===== config.mk =====
export PLATFORM = sky130hd
export DESIGN_NAME = fetch_stage_flat
export DESIGN_NICKNAME = d
export VERILOG_FILES = /design/src/rtl/mips_pkg.sv /design/src/rtl/fetch_stage_if.sv /design/src/rtl/fetch_skid_buf.sv /design/src/rtl/fetch_stage.sv /design/src/flat_wrapper.sv
export SDC_FILE = /design/constraint.sdc
export NUM_CORES = 1
export LEC_CHECK = 0
export ABC_AREA = 1
export CORE_MARGIN = 2
export CORE_UTILIZATION = 29
export CTS_BUF_LIST = sky130_fd_sc_hd__clkbuf_8
export DETAILED_ROUTE_END_ITERATION = 6
export MAX_ROUTING_LAYER = met4
export SLEW_MARGIN = 20
export SYNTH_ARGS = -nofsm -noshare
export SYNTH_HDL_FRONTEND = slang
export SYNTH_SLANG_ARGS = --single-unit

===== constraint.sdc =====
create_clock -name clk -period 3.1 [get_ports clk]
set_clock_uncertainty 0.15 [all_clocks]
set_input_delay 0.62 -clock clk [delete_from_list [all_inputs] [get_ports clk]]
set_output_delay 0.62 -clock clk [all_outputs]
set_load 0.01 [all_outputs]

===== src/rtl/mips_pkg.sv =====
// mips_pkg: instruction width, opcode/funct constants shared with control, fetch FSM states.
package mips_pkg;
  localparam int INSTR_W = 32;
  localparam logic [5:0] OP_RTYPE = 6'h00;
  localparam logic [5:0] OP_J     = 6'h02;
  localparam logic [5:0] OP_JAL   = 6'h03;
  localparam logic [5:0] OP_BEQ   = 6'h04;
  localparam logic [5:0] OP_BNE   = 6'h05;
  localparam logic [5:0] OP_ADDI  = 6'h08;
  localparam logic [5:0] OP_LW    = 6'h23;
  localparam logic [5:0] OP_SW    = 6'h2B;
  localparam logic [5:0] FUNCT_JR  = 6'h08;
  localparam logic [5:0] FUNCT_ADD = 6'h20;
  localparam logic [5:0] FUNCT_SUB = 6'h22;
  localparam logic [5:0] FUNCT_AND = 6'h24;
  localparam logic [5:0] FUNCT_OR  = 6'h25;
  localparam logic [5:0] FUNCT_SLT = 6'h2A;
  typedef enum logic [1:0] {IDLE, REQ, HOLD, DRAIN} fetch_state_t;
endpackage


===== src/rtl/fetch_stage_if.sv =====
// fetch_stage_if: req/ack instruction-memory read port between fetch and imem.
interface fetch_stage_if #(parameter int unsigned ADDR_W = 32) ();
  logic                       imem_req;
  logic [ADDR_W-1:0]          imem_addr;
  logic                       imem_ack;
  logic [mips_pkg::INSTR_W-1:0] imem_rdata;
  modport master (output imem_req, imem_addr, input imem_ack, imem_rdata);
  modport slave (input imem_req, imem_addr, output imem_ack, imem_rdata);
endinterface


===== src/rtl/fetch_skid_buf.sv =====
// fetch_skid_buf: single-entry {instr, pc} holding slot; flush wins over load, load over pop.
module fetch_skid_buf import mips_pkg::*; #(
  parameter int unsigned ADDR_W = 32
) (
  input  logic               clk,
  input  logic               rst_n,
  input  logic               load,
  input  logic               pop,
  input  logic               flush,
  input  logic [INSTR_W-1:0] in_instr,
  input  logic [ADDR_W-1:0]  in_pc,
  output logic               valid,
  output logic [INSTR_W-1:0] instr,
  output logic [ADDR_W-1:0]  pc
);
  always_ff @(posedge clk or negedge rst_n) begin
    if (!rst_n) begin
      valid <= 1'b0;
      instr <= '0;
      pc    <= '0;
    end else begin
      valid <= flush ? 1'b0 : load ? 1'b1 : pop ? 1'b0 : valid;
      if (load && !flush) begin
        instr <= in_instr;
        pc    <= in_pc;
      end
    end
  end
endmodule


===== src/rtl/fetch_stage.sv =====
// fetch_stage: PC, imem req/ack fetch, IF/ID register with skid buffer, redirects.
// Define FETCH_STATS_EN to add fetch_cnt/stall_cnt counters.
module fetch_stage import mips_pkg::*; #(
  parameter int unsigned       ADDR_W   = 32,
  parameter logic [ADDR_W-1:0] RESET_PC = '0
) (
  input  logic               clk,
  input  logic               rst_n,
  fetch_stage_if.master      imem,
  input  logic               redirect_valid,
  input  logic [ADDR_W-1:0]  redirect_pc,
  input  logic               id_ready,
  output logic               if_valid,
  output logic [INSTR_W-1:0] if_instr,
  output logic [ADDR_W-1:0]  if_pc,
  output logic [5:0]         if_op,
  output logic [5:0]         if_funct
`ifdef FETCH_STATS_EN
  ,
  output logic [31:0]        fetch_cnt,
  output logic [31:0]        stall_cnt
`endif
);
  localparam logic [ADDR_W-1:0] ALIGN = ~ADDR_W'(3);
  localparam logic [ADDR_W-1:0] PC0   = RESET_PC & ALIGN;
  fetch_state_t state, state_n;
  logic [ADDR_W-1:0]  pc, drain_addr, buf_pc;
  logic [INSTR_W-1:0] buf_instr;
  logic buf_valid, ack, redir, consume, if_free, ld_mem, ld_skid, ld_buf;
  assign ack     = imem.imem_ack;
  assign redir   = redirect_valid && state != IDLE;
  assign consume = if_valid && id_ready;
  assign if_free = !if_valid || id_ready;
  assign ld_mem  = state == REQ && ack && if_free && !redir;
  assign ld_skid = state == REQ && ack && !if_free && !redir;
  assign ld_buf  = state == HOLD && consume && buf_valid && !redir;
  // DRAIN keeps presenting the abandoned address until its ack retires it.
  assign imem.imem_req  = state == REQ || state == DRAIN;
  assign imem.imem_addr = state == DRAIN ? drain_addr : pc;
  assign if_op    = if_instr[31:26];
  assign if_funct = if_instr[5:0];
  always_comb begin
    state_n = state == IDLE ? REQ
            : state == REQ  ? (redir ? (ack ? REQ : DRAIN) : (ack && !if_free ? HOLD : REQ))
            : state == HOLD ? (redir || consume ? REQ : HOLD)
            : (ack ? REQ : DRAIN);
  end
  always_ff @(posedge clk or negedge rst_n) begin
    if (!rst_n) begin
      state      <= IDLE;
      pc         <= PC0;
      drain_addr <= PC0;
    end else begin
      state <= state_n;
      if (redir) pc <= redirect_pc & ALIGN;
      else if (state == REQ && ack) pc <= pc + ADDR_W'(4);
      if (state == REQ && redir && !ack) drain_addr <= pc;
    end
  end
  always_ff @(posedge clk or negedge rst_n) begin
    if (!rst_n) begin
      if_valid <= 1'b0;
      if_instr <= '0;
      if_pc    <= '0;
    end else if (redir) begin
      if_valid <= 1'b0;
    end else if (ld_mem) begin
      if_valid <= 1'b1;
      if_instr <= imem.imem_rdata;
      if_pc    <= pc;
    end else if (ld_buf) begin
      if_valid <= 1'b1;
      if_instr <= buf_instr;
      if_pc    <= buf_pc;
    end else if (consume) begin
      if_valid <= 1'b0;
    end
  end
  fetch_skid_buf #(.ADDR_W(ADDR_W)) u_skid (
    .clk      (clk),
    .rst_n    (rst_n),
    .load     (ld_skid),
    .pop      (ld_buf),
    .flush    (redir),
    .in_instr (imem.imem_rdata),
    .in_pc    (pc),
    .valid    (buf_valid),
    .instr    (buf_instr),
    .pc       (buf_pc)
  );
`ifdef FETCH_STATS_EN
  always_ff @(posedge clk or negedge rst_n) begin
    if (!rst_n) begin
      fetch_cnt <= '0;
      stall_cnt <= '0;
    end else begin
      fetch_cnt <= fetch_cnt + 32'(ld_mem || ld_buf);
      stall_cnt <= stall_cnt + 32'(if_valid && !id_ready);
    end
  end
`endif
endmodule

===== src/flat_wrapper.sv =====
// flat-port wrapper written by rule: the top's interface ports become plain ports
module fetch_stage_flat import mips_pkg::*;
#(
  parameter int unsigned       ADDR_W   = 32,
  parameter logic [ADDR_W-1:0] RESET_PC = '0
)
  (clk, rst_n, redirect_valid, redirect_pc, id_ready, if_valid, if_instr, if_pc, if_op, if_funct, imem_imem_req, imem_imem_addr, imem_imem_ack, imem_imem_rdata);
  fetch_stage_if #(.ADDR_W(ADDR_W)) imem_i ();
  input  logic clk;
  input  logic rst_n;
  input  logic redirect_valid;
  input  logic [ADDR_W-1:0] redirect_pc;
  input  logic id_ready;
  output logic if_valid;
  output logic [INSTR_W-1:0] if_instr;
  output logic [ADDR_W-1:0] if_pc;
  output logic [5:0] if_op;
  output logic [5:0] if_funct;
  output wire logic [$bits(imem_i.imem_req)-1:0] imem_imem_req;
  output wire logic [$bits(imem_i.imem_addr)-1:0] imem_imem_addr;
  input wire logic [$bits(imem_i.imem_ack)-1:0] imem_imem_ack;
  input wire logic [$bits(imem_i.imem_rdata)-1:0] imem_imem_rdata;
  assign imem_imem_req = imem_i.imem_req;
  assign imem_imem_addr = imem_i.imem_addr;
  assign imem_i.imem_ack = imem_imem_ack;
  assign imem_i.imem_rdata = imem_imem_rdata;
  fetch_stage #(.ADDR_W(ADDR_W), .RESET_PC(RESET_PC)) u_core (.clk(clk), .rst_n(rst_n), .imem(imem_i), .redirect_valid(redirect_valid), .redirect_pc(redirect_pc), .id_ready(id_ready), .if_valid(if_valid), .if_instr(if_instr), .if_pc(if_pc), .if_op(if_op), .if_funct(if_funct));
endmodule

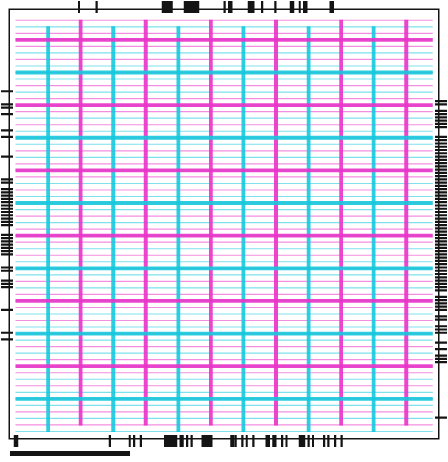
(run_1/floorplan.png)
Scale bar: 50 microns. Pins as bars on the die edge.
Key: magenta = VDD; cyan = VSS
64 met1 rails follow the rows. 12 straps on met4.

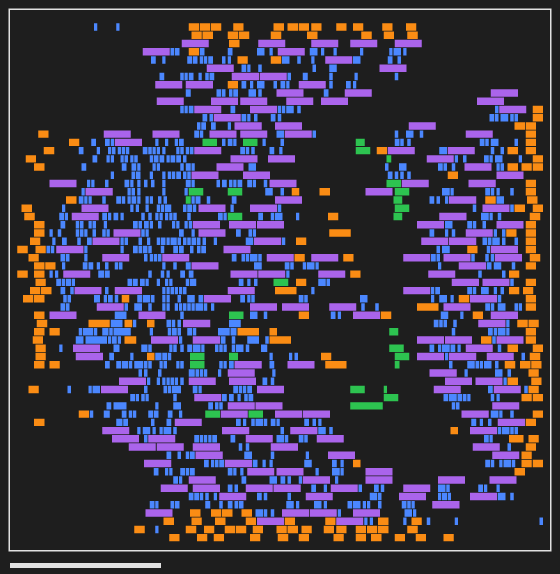
(run_1/class_map.png)
Scale bar: 50 microns.
Key: blue = remaining logic cells [cells 821, share of their area 35%]; orange = remaining buffers and delay cells [cells 189, share of their area 18%]; purple = sequential cells [cells 188, share of their area 44%]; green = clock drivers and dummy loads [cells 29, share of their area 3.3%]

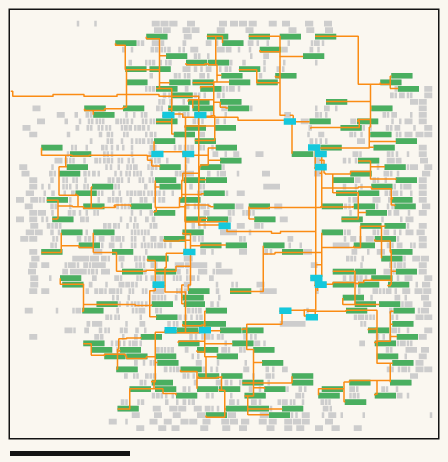
(run_1/clock_wires.png)
Scale bar: 50 microns.
Key: green = flip-flops [count 188]; cyan = clock-net drivers [count 17]; orange = clock wires [length 2590 microns]
There are 18 routed clock nets. Position of the flops: widely spread.

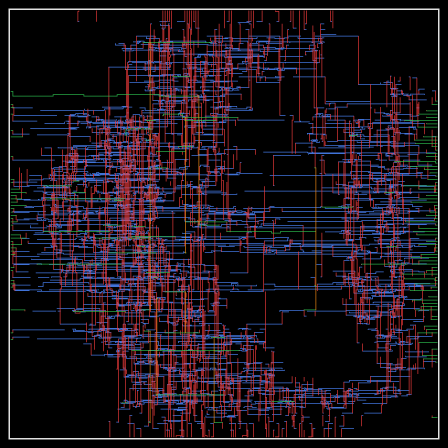
(run_1/layers.png)
Key: red = M2 [wire length 10500 microns]; green = M3 [wire length 1150 microns]; orange = M4 [wire length 399 microns]; blue = M1 [wire length 12100 microns]

==> impl_metrics.xml, run 1 <==
<?xml version="1.0" encoding="UTF-8"?>
<metrics>
  <group name="critical_path">
    <metric name="crit_type" unit="">flop to primary output</metric>
    <metric name="worstReg2RegStart" unit="">u_core.pc[2]</metric>
    <metric name="critPathCaptureType" unit="">primary output</metric>
    <metric name="r2r_cells" unit="">10</metric>
    <metric name="worst_path_largest_cell_delay" unit="ns">0.59</metric>
    <metric name="worst-path-stages" unit="">5</metric>
    <metric name="worst_r2r_endpoint" unit="">u_core.pc[22]</metric>
    <metric name="setup.worst_path.start_class" unit="">flop</metric>
  </group>
  <group name="clock_network">
    <metric name="clk_latency" unit="ns">0.46</metric>
    <metric name="h-tree-depth" unit="">4</metric>
    <metric name="tritoncts.num_buffers" unit="">17</metric>
    <metric name="cts_tree" unit="">done</metric>
    <metric name="post_cts_hold_fix_buffer_tally" unit="">1</metric>
    <metric name="cts_num_sinks" unit="">188</metric>
    <metric name="max-clock-path-buffers" unit="">2</metric>
  </group>
  <group name="synthesis">
    <metric name="top_cell_area_share" unit="">0.5336</metric>
    <metric name="synth.top_cells.by_area" unit="">dfrtp_1, nand2_1, o211ai_1</metric>
    <metric name="yosys_area" unit="sq um">8817</metric>
    <metric name="edf_count" unit="">0</metric>
    <metric name="synthesis.area" unit="sq um">8817</metric>
    <metric name="ys_dominant_reg_cell" unit="">dfrtp_1</metric>
    <metric name="synthesized_instance_count" unit="">1074</metric>
    <metric name="post_synth_num_cell_types" unit="">33</metric>
    <metric name="ys_warn_count" unit="">0</metric>
  </group>
  <group name="final_layout">
    <metric name="area_share_nonclk_buffers" unit="">0.1737</metric>
    <metric name="num-clock-buffers" unit="">19</metric>
    <metric name="stdcell_count" unit="">1617</metric>
    <metric name="mi_logic_area" unit="sq um">3361</metric>
    <metric name="flop_area" unit="sq um">4705</metric>
    <metric name="layout.cells.largest_class" unit="">flip-flops and latches</metric>
    <metric name="comb_area_share" unit="">0.2998</metric>
    <metric name="final_design_area_no_fill" unit="sq um">11210</metric>
    <metric name="largestRegisters" unit="">u_core.if_instr (32), u_core.u_skid.instr (32)</metric>
    <metric name="fin_nets" unit="">1287</metric>
  </group>
  <group name="power">
    <metric name="finalPower" unit="W">0.007447</metric>
    <metric name="switchingPower" unit="W">0.002485</metric>
    <metric name="cellInternalPower" unit="W">0.004962</metric>
    <metric name="share_seq_of_total_power" unit="">0.476</metric>
    <metric name="share_clk_of_total_power" unit="">0.211</metric>
    <metric name="netSwitchingFraction" unit="">0.3337</metric>
    <metric name="powerSeq" unit="W">0.00355</metric>
    <metric name="clk-power" unit="W">0.00157</metric>
    <metric name="power-per-cell-area" unit="nW/um^2">664.2</metric>
  </group>
  <group name="global_route">
    <metric name="grt.met1_usage" unit="">0.2279</metric>
    <metric name="grtUsageMet2" unit="">0.2355</metric>
    <metric name="grt_start_max_net_pins" unit="">64</metric>
    <metric name="track_usage" unit="">0.1598</metric>
    <metric name="grt.overflow.total" unit="">0</metric>
  </group>
  <group name="route">
    <metric name="top_signal_layer_used" unit="">met4</metric>
    <metric name="via_count" unit="">7483</metric>
    <metric name="detail_route.iter0.violations" unit="">628</metric>
    <metric name="m1WireLength" unit="microns">12140</metric>
    <metric name="met2_wire_len" unit="microns">10530</metric>
    <metric name="detailedRoute.firstPassIterationCount" unit="">5</metric>
    <metric name="route.met3.wl" unit="microns">1153</metric>
  </group>
  <group name="status">
    <metric name="status" unit="">complete, no violations</metric>
  </group>
  <group name="final_timing">
    <metric name="rsz0062_at_grt" unit="">false</metric>
    <metric name="fin_setup_tns" unit="ns">0</metric>
    <metric name="worst_pin_slew" unit="ns">0.6938</metric>
    <metric name="fin_hold_ws" unit="ns">0.3353</metric>
    <metric name="timing.final.setup_violations" unit="">0</metric>
    <metric name="min_period_over_period" unit="">0.9605</metric>
    <metric name="max_slew_violations" unit="">0</metric>
  </group>
  <group name="placed_design">
    <metric name="placement.io_buffers" unit="">172</metric>
    <metric name="place_worst_setup_slack" unit="ns">0.3279</metric>
    <metric name="hpwl_detailed" unit="microns">17000</metric>
    <metric name="post-place-cells" unit="">1587</metric>
    <metric name="area_after_dpl" unit="sq um">10840</metric>
    <metric name="globalplace.congestion" unit="">0.8631</metric>
  </group>
  <group name="die">
    <metric name="die.size.x" unit="microns">178.4</metric>
    <metric name="placement_rows" unit="">63</metric>
    <metric name="chipHeight" unit="microns">178.4</metric>
  </group>
  <group name="job">
    <metric name="tool_warnings" unit="">28</metric>
  </group>
  <group name="hold_path">
    <metric name="min_delay_path_depth" unit="">2</metric>
    <metric name="hold_start" unit="">u_core.if_pc[2]</metric>
  </group>
</metrics>
## run 1: synthesized netlist by cell type (all sizes together) (5+ instances only)
cell and n:
clkbuf 29, a21oi 40, dfrtp 188, inv 93, nor2 83, o211ai 66, nand3 34, o21ai 115
buf 39, nand2 366, o22ai 5
## run 1: logic make-up (layout without fill, tap and decap cells)
| logic type | count (synthesis) | in the layout | synth area share |
|---|---|---|---|
| and+or+nand+nor | 487 | 487 | 0.2197 |
| AOI/OAI and AO/OA | 234 | 234 | 0.1555 |
| DFF | 188 | 188 | 0.5336 |
| buffers and inverters | 161 | 311 | 0.08741 |
| xor gates and xnor gates | 2 | 2 | 0.001987 |
| adders and majority gates | 1 | 1 | 0.001419 |
| other | 1 | 4 | 0.0004253 |
## Run 2: what changed since run 1
--- a/config.mk
+++ b/config.mk
@@ -6,11 +6,12 @@
 export NUM_CORES = 1
 export LEC_CHECK = 0
 export ABC_AREA = 1
-export CORE_MARGIN = 2
+export CORE_MARGIN = 5
 export CORE_UTILIZATION = 29
 export CTS_BUF_LIST = sky130_fd_sc_hd__clkbuf_8
 export DETAILED_ROUTE_END_ITERATION = 6
 export MAX_ROUTING_LAYER = met4
+export PLACE_DENSITY = 0.6
 export SLEW_MARGIN = 20
 export SYNTH_ARGS = -nofsm -noshare
 export SYNTH_HDL_FRONTEND = slang
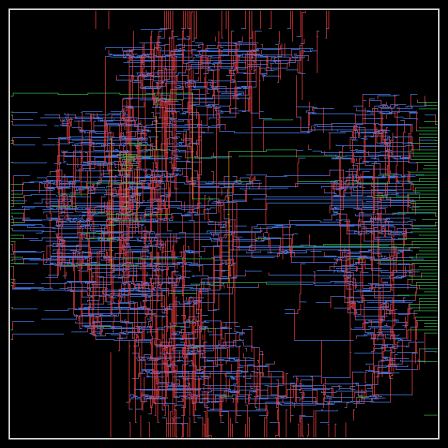
(run_2/layers.png)
Key: green = M3 [wire length 1520 microns]; orange = M4 [wire length 220 microns]; blue = M1 [wire length 12300 microns]; red = M2 [wire length 10900 microns]

==> run 2 against run 1 <==
  * Sequential cell count is the same
  * Sequential power hardly changed
  * Critical path depth is the same
  * Area after synthesis unchanged
  * Worst setup slack gained 0.016 ns
  * Hold slack gained 0.0079 ns
  * Clock-buffer cell count did not move
  * Final area is 0.49% higher
  * First-iteration DRC count up 9.6%
  * Critical endpoint is now imem_imem_addr[13]
==> impl_metrics.xml, run 2 <==
<?xml version="1.0" encoding="UTF-8"?>
<metrics>
  <group name="power">
    <metric name="cellInternalPower" unit="W">0.005064</metric>
    <metric name="share_clk_of_total_power" unit="">0.223</metric>
    <metric name="power-per-cell-area" unit="nW/um^2">673.0</metric>
    <metric name="powerSeq" unit="W">0.00354</metric>
    <metric name="switchingPower" unit="W">0.002518</metric>
    <metric name="netSwitchingFraction" unit="">0.3321</metric>
    <metric name="finalPower" unit="W">0.007581</metric>
    <metric name="clk-power" unit="W">0.00169</metric>
  </group>
  <group name="final_layout">
    <metric name="mi_logic_area" unit="sq um">3361</metric>
    <metric name="flop_area" unit="sq um">4705</metric>
    <metric name="final_design_area_no_fill" unit="sq um">11270</metric>
    <metric name="fin_nets" unit="">1290</metric>
    <metric name="largestRegisters" unit="">u_core.if_instr (32), u_core.u_skid.instr (32)</metric>
    <metric name="stdcell_count" unit="">1622</metric>
  </group>
  <group name="final_timing">
    <metric name="worst_pin_slew" unit="ns">0.5648</metric>
    <metric name="timing.final.setup_violations" unit="">0</metric>
    <metric name="rsz0062_at_grt" unit="">false</metric>
    <metric name="fin_setup_tns" unit="ns">0</metric>
    <metric name="fin_hold_ws" unit="ns">0.3432</metric>
    <metric name="min_period_over_period" unit="">0.9552</metric>
    <metric name="max_slew_violations" unit="">0</metric>
  </group>
  <group name="route">
    <metric name="detailedRoute.firstPassIterationCount" unit="">5</metric>
    <metric name="detail_route.iter0.violations" unit="">688</metric>
    <metric name="via_count" unit="">7566</metric>
  </group>
  <group name="global_route">
    <metric name="global_route_wire_length_before_repair" unit="microns">39420</metric>
    <metric name="track_usage" unit="">0.1492</metric>
    <metric name="grt_start_max_net_pins" unit="">67</metric>
    <metric name="grt.overflow.total" unit="">0</metric>
  </group>
  <group name="synthesis">
    <metric name="post_synth_num_cell_types" unit="">33</metric>
    <metric name="synthSimpleGateAreaFrac" unit="">0.2197</metric>
    <metric name="topCombFamilyByArea" unit="">simple AND/OR/NAND/NOR gates</metric>
    <metric name="commonest_cells_in_the_netlist" unit="">nand2_1, dfrtp_1, inv_1</metric>
    <metric name="aoi_share" unit="">0.1555</metric>
    <metric name="synthesis.area" unit="sq um">8817</metric>
    <metric name="ys_dominant_reg_cell" unit="">dfrtp_1</metric>
    <metric name="synthAdderAreaFrac" unit="">0.001419</metric>
    <metric name="synthMuxAreaShare" unit="">0</metric>
    <metric name="netlist.top_cell.by_instances" unit="">nand2_1</metric>
    <metric name="edf_count" unit="">0</metric>
    <metric name="ys_warn_count" unit="">0</metric>
    <metric name="synth.top_cells.by_area" unit="">dfrtp_1, nand2_1, o211ai_1</metric>
    <metric name="post_synth_xor_area_fraction" unit="">0.001987</metric>
  </group>
  <group name="hold_path">
    <metric name="min_delay_path_depth" unit="">2</metric>
  </group>
  <group name="critical_path">
    <metric name="crit_type" unit="">flop to primary output</metric>
    <metric name="setup.worst_path.start_class" unit="">flop</metric>
    <metric name="worst_r2r_endpoint" unit="">u_core.pc[26]</metric>
    <metric name="critPathCaptureType" unit="">primary output</metric>
    <metric name="worstReg2RegStart" unit="">u_core.pc[2]</metric>
  </group>
  <group name="placed_design">
    <metric name="placement.io_buffers" unit="">172</metric>
    <metric name="post-place-cells" unit="">1590</metric>
    <metric name="area_after_dpl" unit="sq um">10850</metric>
    <metric name="globalplace.congestion" unit="">0.8625</metric>
    <metric name="hpwl_detailed" unit="microns">17700</metric>
    <metric name="place_worst_setup_slack" unit="ns">0.4067</metric>
  </group>
  <group name="clock_network">
    <metric name="max-clock-path-buffers" unit="">2</metric>
    <metric name="h-tree-depth" unit="">4</metric>
    <metric name="cts_num_sinks" unit="">188</metric>
    <metric name="cts_tree" unit="">done</metric>
    <metric name="tritoncts.num_buffers" unit="">17</metric>
  </group>
  <group name="die">
    <metric name="die.size.x" unit="microns">184.4</metric>
    <metric name="chipHeight" unit="microns">184.4</metric>
    <metric name="placeableCoreArea" unit="sq um">29800</metric>
    <metric name="placement_rows" unit="">63</metric>
  </group>
  <group name="status">
    <metric name="status" unit="">complete, no violations</metric>
  </group>
  <group name="job">
    <metric name="tool_warnings" unit="">28</metric>
  </group>
</metrics>
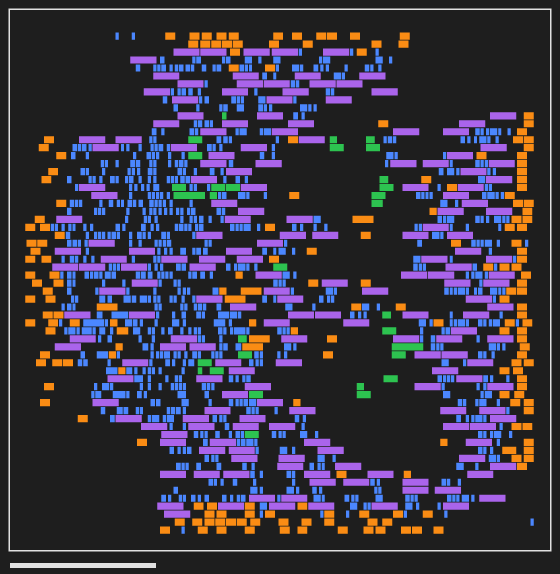
(run_2/class_map.png)
Scale bar: 50 microns.
Key: blue = remaining logic cells [cells 821, share of their area 34%]; green = clock drivers and dummy loads [cells 31, share of their area 3.7%]; purple = sequential cells [cells 188, share of their area 44%]; orange = remaining buffers and delay cells [cells 192, share of their area 18%]

[run 2: cell type report]
| class | instances | share of cell area |
|---|---|---|
| clock buffers | 19 | 0.02321 |
| flip-flops and latches | 188 | 0.4176 |
| inverters | 93 | 0.03154 |
| multi-input cells | 728 | 0.2983 |
| clock inverters | 12 | 0.01233 |
| repair buffers | 192 | 0.1737 |
| well taps | 390 | 0.04331 |
[run 2: routing by layer]
| layer | track usage | up-vias | share of wire |
|---|---|---|---|
| met2 | 0.2188 | 234 | 0.44 |
| met1 | 0.2185 | 3572 | 0.49 |
| li1 | - | 3744 | - |
| met3 | 0.02664 | 16 | 0.061 |
| met5 | - | - | 0 |
| met4 | 0.02780 | 0 | 0.0088 |
[run 2: what timing repair did]
item                       CTS  global route
gates resized                0             1
setup endpoints to repair    0             4
hold endpoints to repair    45             0
hold buffers                 1             0
No activity file was given, so power comes from the tool's default toggle rates.
